[src/rtl/demux_collect.sv]
// Collects a stream of WIDTH-bit words into SEL*WIDTH-bit frames, word 0 in the low bits.
// Optional macro DEMUX_COLLECT_FLUSH_EN adds flush/out_count for emitting partial frames.
module demux_collect #(
    parameter int unsigned WIDTH = 8,
    parameter int unsigned SEL   = 4,
    localparam int unsigned NSEL = (SEL > 1) ? $clog2(SEL) : 1
) (
    input  logic                   clk,
    input  logic                   rst_n,
    input  logic [WIDTH-1:0]       in_data,
    input  logic                   in_valid,
    output logic                   in_ready,
    output logic [SEL*WIDTH-1:0]   out_data,
    output logic                   out_valid,
    input  logic                   out_ready,
    output logic [NSEL-1:0]        slot
`ifdef DEMUX_COLLECT_FLUSH_EN
    ,
    input  logic                   flush,
    output logic [NSEL:0]          out_count
`endif
);

    logic [SEL*WIDTH-1:0] acc_q, acc_d;
    logic [SEL*WIDTH-1:0] out_data_q, out_data_d;
    logic                 out_valid_q, out_valid_d;
    logic [NSEL-1:0]      slot_q, slot_d;
    logic [NSEL:0]        count_q, count_d;

    logic                 accept, last, take, emit, flush_fire;
    logic [SEL*WIDTH-1:0] frame;

    assign last     = (slot_q == NSEL'(SEL - 1));
    assign in_ready = !last || !out_valid_q || out_ready;
    assign accept   = in_valid && in_ready;
    assign take     = out_valid_q && out_ready;

`ifdef DEMUX_COLLECT_FLUSH_EN
    assign flush_fire = flush && ((slot_q != '0) || accept) && (!out_valid_q || out_ready);
    assign out_count  = count_q;
`else
    assign flush_fire = 1'b0;
`endif

    assign emit = (accept && last) || flush_fire;

    // Unfilled slots of the accumulator are always zero, so a partial frame needs no masking.
    always_comb begin
        frame = acc_q;
        if (accept) begin
            for (int k = 0; k < SEL; k++) begin
                if (slot_q == NSEL'(k)) frame[k*WIDTH +: WIDTH] = in_data;
            end
        end
    end

    always_comb begin
        acc_d       = acc_q;
        out_data_d  = out_data_q;
        out_valid_d = out_valid_q;
        slot_d      = slot_q;
        count_d     = count_q;
        if (emit) begin
            out_data_d  = frame;
            out_valid_d = 1'b1;
            slot_d      = '0;
            acc_d       = '0;
            count_d     = {1'b0, slot_q} + {{NSEL{1'b0}}, accept};
        end else begin
            if (accept) begin
                acc_d  = frame;
                slot_d = slot_q + 1'b1;
            end
            if (take) out_valid_d = 1'b0;
        end
    end

    always_ff @(posedge clk or negedge rst_n) begin
        if (!rst_n) begin
            acc_q       <= '0;
            out_data_q  <= '0;
            out_valid_q <= 1'b0;
            slot_q      <= '0;
            count_q     <= '0;
        end else begin
            acc_q       <= acc_d;
            out_data_q  <= out_data_d;
            out_valid_q <= out_valid_d;
            slot_q      <= slot_d;
            count_q     <= count_d;
        end
    end

    assign out_data  = out_data_q;
    assign out_valid = out_valid_q;
    assign slot      = slot_q;

`ifndef DEMUX_COLLECT_FLUSH_EN
    logic unused_count;
    assign unused_count = ^count_q;
`endif

endmodule

[config.mk]
export PLATFORM = sky130hd
export DESIGN_NAME = demux_collect
export DESIGN_NICKNAME = d
export VERILOG_FILES = /design/src/rtl/demux_collect.sv
export SDC_FILE = /design/constraint.sdc
export NUM_CORES = 1
export LEC_CHECK = 0
export CORE_AREA = 2 2 74 76
export DETAILED_ROUTE_END_ITERATION = 12
export DIE_AREA = 0 0 76 78
export PLACE_DENSITY = 0.81
export SLEW_MARGIN = 20
export SYNTH_ARGS = -nofsm -noshare
export SYNTH_HDL_FRONTEND = slang
export SYNTH_SLANG_ARGS = --single-unit
[constraint.sdc]
create_clock -name clk -period 2.54 [get_ports clk]
set_input_delay 0.254 -clock clk [delete_from_list [all_inputs] [get_ports clk]]
set_output_delay 0.254 -clock clk [all_outputs]
set_load 0.05 [all_outputs]
run_1/closeup.png
Region (18, 3) to (58, 43) µm. Cells in grey, sequential cells in the stronger grey; small squares are vias.
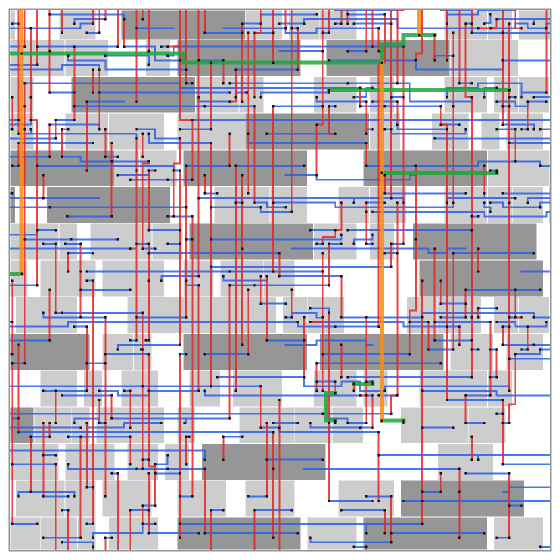
Red marks M2. Blue marks M1. Green marks M3. Orange marks M4.
Sequential cells in the window: 19. 114 logic cells have their middle in the window. Netlist names of flops here include acc_q (12), out_data (5), slot (2). Most frequent: dfrtp_1 (19), a21oi_1 (14).

run_1/clock_wires.png
Scale bar: 20 µm.
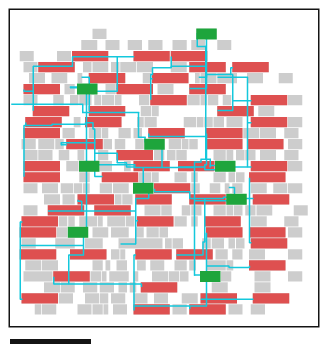
Cyan marks clock wires, length 760 µm. Green marks clock-net drivers, count 9. Red marks flip-flops, count 59.
Position of the flops: widely spread.
Post-Route Skew: 0.00702 ns
clock latency on the worst-skew pair: 0.34 ns

==> results.py, run 1 <==
# Metrics from the implementation run
metrics = {
    "final_layout": {
        "comb_area_share_pct": 33.4,
        "layout_top_cell": "dfrtp_1",
        "seq_cell_count": 59,
        "non_clock_buffer_count": 52,
        "layout.cells.non_filler": 344,
        "inv_count": 3,
        "fin_area_um2": 3450,
        "n_fill_cell": 408,
        "drive_gt1_share_pct": 13.5,
        "clock_buffers": 15,
        "antenna_cells": 0,
        "final_util_pct": 68.4,
        "logic_gates": 144,
        "nonClkBufAreaFrac_pct": 14.9,
        "largest_reg_flops": 32,
        "seq_area_share_pct": 42.8,
        "syn2layout_area_growth_pct": 25.6,
    },
    "worst_setup_path": {
        "path_delay_family": "buffers and inverters",
        "rr_worst_depth": 5,
        "worstSetupPathType": "reg2out",
        "crit_chain": "clkdlybuf4s50_1",
        "r2r-end": "acc_q[22]",
        "path_depth": 1,
        "endpoint": "slot[0]",
        "max_stage_delay_ns": 0.84,
        "slowest_stage": "clkdlybuf4s50_1",
        "r2r_start": "slot[0]",
        "startpoint": "slot[0]",
    },
    "die": {
        "design.core.area_um2": 5040,
        "dieArea_um2": 5930,
        "row_count": 26,
        "n_tap_cell": 70,
        "io_pins": 48,
        "floorplan.core_util_pct": 54.5,
        "die_y_um": 78,
    },
    "synthesis": {
        "postSynthAreaPerCell_um2": 12.4,
        "ys.flop_type": "dfrtp_1",
        "numSynthFlops": 59,
        "ys_top_cells_by_area": "dfrtp_1 54%, o2bb2ai_1 7.7%, mux2_2 7.0%",
        "fp_nets": 237,
        "synth_area_leader_cell": "dfrtp_1",
        "ys_sh_adder_pct": 1.82,
        "ys_area_um2": 2750,
        "edf_count": 0,
        "syn_area_um2": 2750,
        "simple_gate_share_pct": 7.56,
        "synthCells": 221,
    },
    "route": {
        "drtIter0Drc": 146,
        "vias_per_cell": 5.46,
        "wl_met1_mm": 2.61,
        "dr_wl_met3_um": 223,
        "drc": 0,
        "drt_pass1_iterations": 4,
    },
    "clock_tree": {
        "numCtsBuffers": 9,
        "clock_path_buffers": 2,
        "postCtsSetupBuffers": 0,
        "cts.sinks": 59,
        "ctsRootBufferMaster": "clkbuf_8",
        "clk_pin_slew_ns": 0.06,
        "htreeDepth": 3,
        "cts_tree": "yes",
        "cts_resized": 0,
    },
    "flow_run": {
        "openroad.warnings": 29,
    },
    "outcome": {
        "outcome": "finished, final reports clean",
    },
    "sta": {
        "hold_viol": 0,
        "timing.fmax_mhz": 531,
        "relSlewSlack_pct": 55.3,
        "rsz0062_at_grt": "false",
    },
    "grt": {
        "grt_pass1_wl_mm": 9.50,
        "use_met3_pct": 5.35,
        "grt_max_degree": 33,
        "antenna_found_initial": 0,
        "grt.total_usage_pct": 20.9,
        "met2_usage_pct": 33.1,
    },
    "place": {
        "dp_cells": 327,
        "gp_congestion": 0.707,
        "placed_cell_area_um2": 3230,
    },
    "hold_path": {
        "hold_class": "in2async",
    },
}
run_1/layers.png
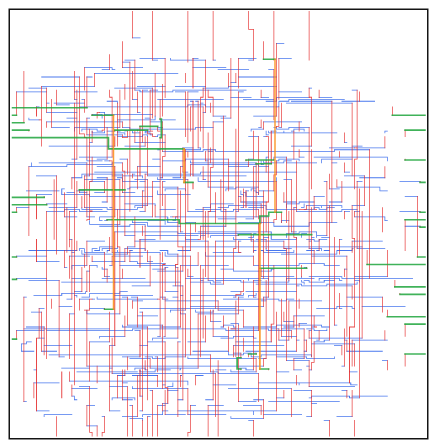
Orange marks M4, wire length 95.9 µm. Red marks M2, wire length 2600 µm. Blue marks M1, wire length 2610 µm. Green marks M3, wire length 224 µm.

run_1/placed.png
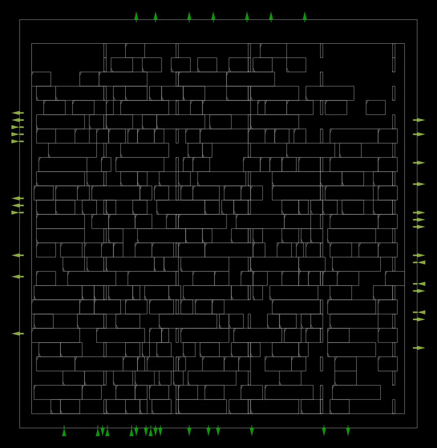

==> run 2: changes to the inputs <==
CORE_AREA = 2 2 76 78   (was 2 2 74 76)
DIE_AREA = 0 0 78 80   (was 0 0 76 78)
PLACE_DENSITY = 0.77   (was 0.81)
clock period = 1.95 ns   (was 2.54 ns; I/O delays follow)
run_2/placed.png
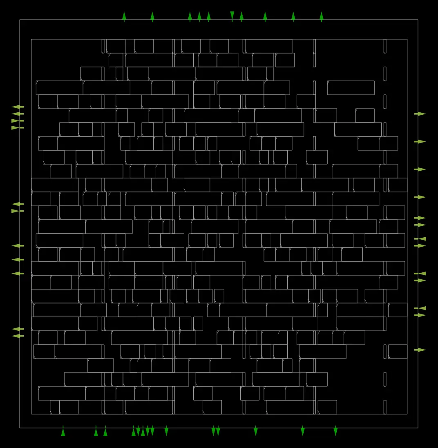
n_taps: 72
Flops: 59

run_2/clock_wires.png
Scale bar: 20 µm.
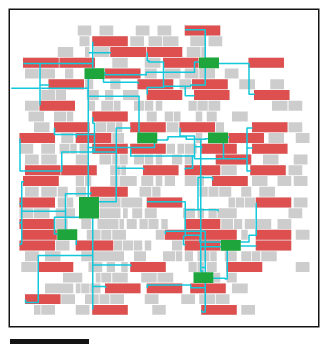
Cyan marks clock wires, length 766 µm. Green marks clock-net drivers, count 9. Red marks flip-flops, count 59.
There are 10 routed clock nets.

==> run 2 against run 1 <==
Area after synthesis unchanged. Clock-buffer cell count decreased by 2. Sequential share of layout area is 0.28 points lower. Sequential cell count is the same. Register-to-register slack worse by 0.53 ns. Via count rose by 1.3%. Global-route usage is 0.58 points lower. First-iteration DRC count is 11% lower. Critical path type is now reg2reg.
==> results.py, run 2 <==
# Metrics from the implementation run
metrics = {
    "grt": {
        "met2_usage_pct": 31.3,
        "grt_max_degree": 33,
        "grt.total_usage_pct": 20.3,
        "grt_pass1_wl_mm": 9.58,
        "antenna_found_initial": 0,
    },
    "flow_run": {
        "openroad.warnings": 30,
    },
    "clock_tree": {
        "clock_path_buffers": 2,
        "numCtsBuffers": 9,
        "cts_resized": 0,
        "cts.sinks": 59,
        "cts_tree": "yes",
        "clk_pin_slew_ns": 0.07,
        "postCtsSetupBuffers": 0,
        "htreeDepth": 3,
        "ctsRootBufferMaster": "clkbuf_8",
    },
    "final_layout": {
        "layout.cells.non_filler": 348,
        "inv_count": 3,
        "nonClkBufAreaFrac_pct": 15.5,
        "largest_reg_flops": 32,
        "non_clock_buffer_count": 55,
        "logic_gates": 144,
        "seq_area_share_pct": 42.5,
        "fin_area_um2": 3480,
        "syn2layout_area_growth_pct": 26.6,
        "n_fill_cell": 424,
        "final_util_pct": 64.3,
        "layout_top_cell": "dfrtp_1",
        "drive_gt1_share_pct": 16.7,
    },
    "synthesis": {
        "postSynthAreaPerCell_um2": 12.4,
        "fp_nets": 237,
        "ys_area_um2": 2750,
        "simple_gate_share_pct": 7.56,
        "ys_top_cells_by_area": "dfrtp_1 54%, o2bb2ai_1 7.7%, mux2_2 7.0%",
        "edf_count": 0,
        "ys_sh_adder_pct": 1.82,
        "syn_area_um2": 2750,
        "numSynthFlops": 59,
        "synth_area_leader_cell": "dfrtp_1",
        "synthCells": 221,
        "ys.flop_type": "dfrtp_1",
    },
    "route": {
        "wl_met1_mm": 2.69,
        "drtIter0Drc": 130,
        "dr_wl_met3_um": 211,
        "vias_per_cell": 5.47,
        "drc": 0,
        "drt_pass1_iterations": 4,
    },
    "worst_setup_path": {
        "path_delay_family": "adder cells",
        "endpoint": "acc_q[5]",
        "startpoint": "slot[1]",
        "rr_worst_depth": 5,
        "path_depth": 5,
        "max_stage_delay_ns": 0.50,
        "r2r-end": "acc_q[5]",
        "worstSetupPathType": "reg2reg",
        "crit_chain": "inv_1 -> ha_1 -> and2_1 -> a21oi_1 -> o2bb2ai_1",
    },
    "sta": {
        "relSlewSlack_pct": 63.4,
        "rsz0062_at_grt": "false",
        "skew_ns": 0.00954,
        "hold_viol": 0,
        "timing.fmax_mhz": 555,
    },
    "outcome": {
        "outcome": "finished, final reports clean",
    },
    "die": {
        "io_pins": 48,
        "floorplan.core_util_pct": 50.8,
        "design.core.area_um2": 5410,
        "row_count": 27,
        "die_y_um": 80,
    },
    "place": {
        "dp_cells": 332,
        "placed_cell_area_um2": 3270,
        "gp_congestion": 0.743,
    },
    "hold_path": {
        "hold_class": "in2async",
    },
}
run_2/m3.png
Scale bar: 20 µm.
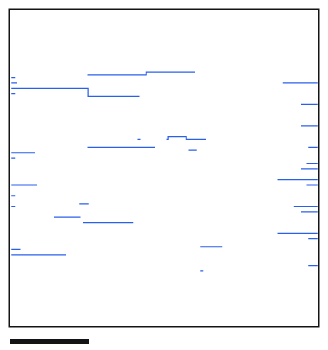
27 nets have wire on it. The longest straight run is 19.3 µm. The layer carries 211 µm of wire. The wires run mostly horizontal. The layer holds 3.8% of the routed length.
drt total wl: 5.63 mm
met3 usage: 5.54%
via count: 1904

==> run 3: changes to the inputs <==
HOLD_SLACK_MARGIN = 0.03   (was not set)
run_3/layers.png
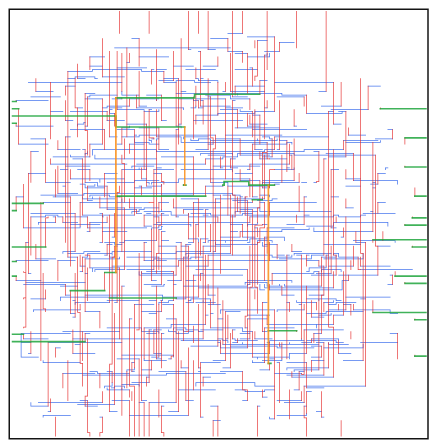
Green marks M3, wire length 211 µm. Blue marks M1, wire length 2690 µm. Red marks M2, wire length 2650 µm. Orange marks M4, wire length 76.8 µm.

run_3/placed.png
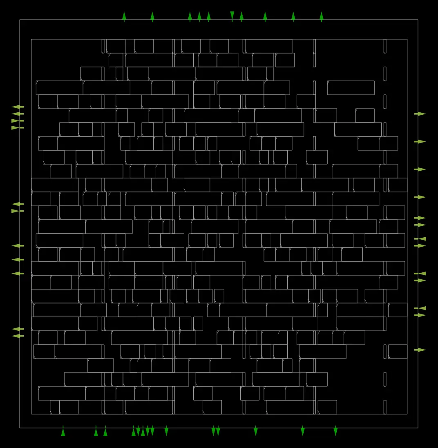
final core utilization: 64.3%
Core Area: 5410 µm²
Finished Layout Cells: 348
flop share of the area: 42.5%

run_3/clock_wires.png
Scale bar: 20 µm.
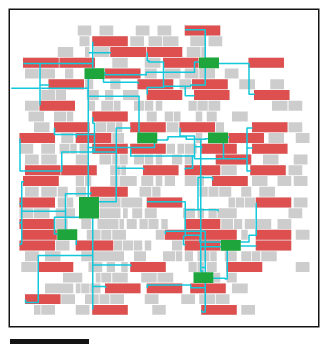
Red marks flip-flops, count 59. Green marks clock-net drivers, count 9. Cyan marks clock wires, length 766 µm.
There are 10 routed clock nets. Position of the flops: widely spread.
Post-Route Skew: 0.00954 ns

==> run 3 against run 2 <==
Area after synthesis did not move. Synthesized cell count unchanged. Design area unchanged. Cell count is the same. Non-clock buffer count stayed put.
==> results.py, run 3 <==
# Metrics from the implementation run
metrics = {
    "sta": {
        "period_used_pct": 92.3,
        "rsz0062_at_grt": "false",
        "setup_viol": 0,
        "relSlewSlack_pct": 63.4,
        "fin_hold_ws_ns": 0.316,
        "tns_ns": 0,
        "hold_viol": 0,
        "drv_slew": 0,
        "period_needed_ns": 1.80,
        "timing.fmax_mhz": 555,
    },
    "grt": {
        "grt_pass1_wl_mm": 9.58,
        "grt_overflow_total": 0,
        "busiest_layer": "met2",
        "use_met3_pct": 5.54,
        "met2_usage_pct": 31.3,
        "grt_max_degree": 33,
        "gr-usage-met1_pct": 27.8,
        "antenna_found_initial": 0,
        "grt.total_usage_pct": 20.3,
    },
    "final_layout": {
        "clkCellAreaFrac_pct": 5.58,
        "logic_gates": 144,
        "fin_area_um2": 3480,
        "seqCellArea_um2": 1480,
        "non_clock_buffer_count": 55,
        "inv_count": 3,
        "comb_area_share_pct": 33.5,
        "largest_reg_flops": 32,
        "seq_cell_count": 59,
        "dominant_cells": "sequential cells",
        "layout_top_cell": "dfrtp_1",
        "n_fill_cell": 424,
        "drive_gt1_share_pct": 16.7,
        "clock_buffers": 13,
        "nonClkBufAreaFrac_pct": 15.5,
        "syn2layout_area_growth_pct": 26.6,
        "antenna_cells": 0,
    },
    "clock_tree": {
        "ctsRootBufferMaster": "clkbuf_8",
        "postCtsSetupBuffers": 0,
        "numCtsBuffers": 9,
        "clkLatencyLatePin_ns": 0.34,
        "postCtsHoldBufs": 1,
        "clock_path_buffers": 2,
        "cts_tree": "yes",
        "cts.sinks": 59,
        "htreeDepth": 3,
        "cts_resized": 0,
        "clk_pin_slew_ns": 0.07,
    },
    "synthesis": {
        "ys_sh_adder_pct": 1.82,
        "fp_nets": 237,
        "synth_area_leader_cell": "dfrtp_1",
        "postSynthAreaPerCell_um2": 12.4,
        "ys.flop_type": "dfrtp_1",
        "ys_sh_xor_pct": 0,
        "synthAoiAreaFrac_pct": 19.0,
        "simple_gate_share_pct": 7.56,
        "synthCells": 221,
        "ys_area_um2": 2750,
        "yosysSeqAreaShare_pct": 53.8,
        "common_cells": "59 x dfrtp_1, 25 x a21oi_1, 24 x a21o_1, 24 x nor2b_1, 24 x o2bb2ai_1",
        "ys_top_cells_by_area": "dfrtp_1 54%, o2bb2ai_1 7.7%, mux2_2 7.0%",
        "syn_area_um2": 2750,
        "numSynthFlops": 59,
        "edf_count": 0,
    },
    "route": {
        "wl_met2_mm": 2.65,
        "drt_pass1_iterations": 4,
        "wl_met1_mm": 2.69,
        "routedWlPerCell_um": 16.2,
        "antenna_left": 0,
        "drt_wl_total_mm": 5.63,
        "drtIter0Drc": 130,
        "dr_wl_met3_um": 211,
        "via_count": 1904,
        "vias_per_cell": 5.47,
        "drc": 0,
    },
    "worst_setup_path": {
        "path_depth": 5,
        "startpoint": "slot[1]",
        "worst-path-buf-inv": 1,
        "path_max_fanout": 17,
        "max_stage_delay_ns": 0.50,
        "crit_required_ns": 2.20,
        "r2r_start": "slot[1]",
        "path_delay_family": "adder cells",
        "rr_worst_depth": 5,
        "slowest_stage": "ha_1",
        "crit_chain": "inv_1 -> ha_1 -> and2_1 -> a21oi_1 -> o2bb2ai_1",
        "endpoint": "acc_q[5]",
        "worstSetupPathType": "reg2reg",
        "r2r-end": "acc_q[5]",
        "critPathCaptureType": "flip-flop",
    },
    "die": {
        "row_count": 27,
        "dieArea_um2": 6240,
        "n_tap_cell": 72,
        "io_pins": 48,
        "die_w_um": 78,
        "die_y_um": 80,
        "floorplan.core_util_pct": 50.8,
    },
    "place": {
        "placed_cell_area_um2": 3270,
        "dp_cells": 332,
        "gp_congestion": 0.743,
    },
    "hold_path": {
        "hold_class": "in2async",
    },
    "outcome": {
        "outcome": "finished, final reports clean",
    },
    "flow_run": {
        "openroad.warnings": 30,
    },
}
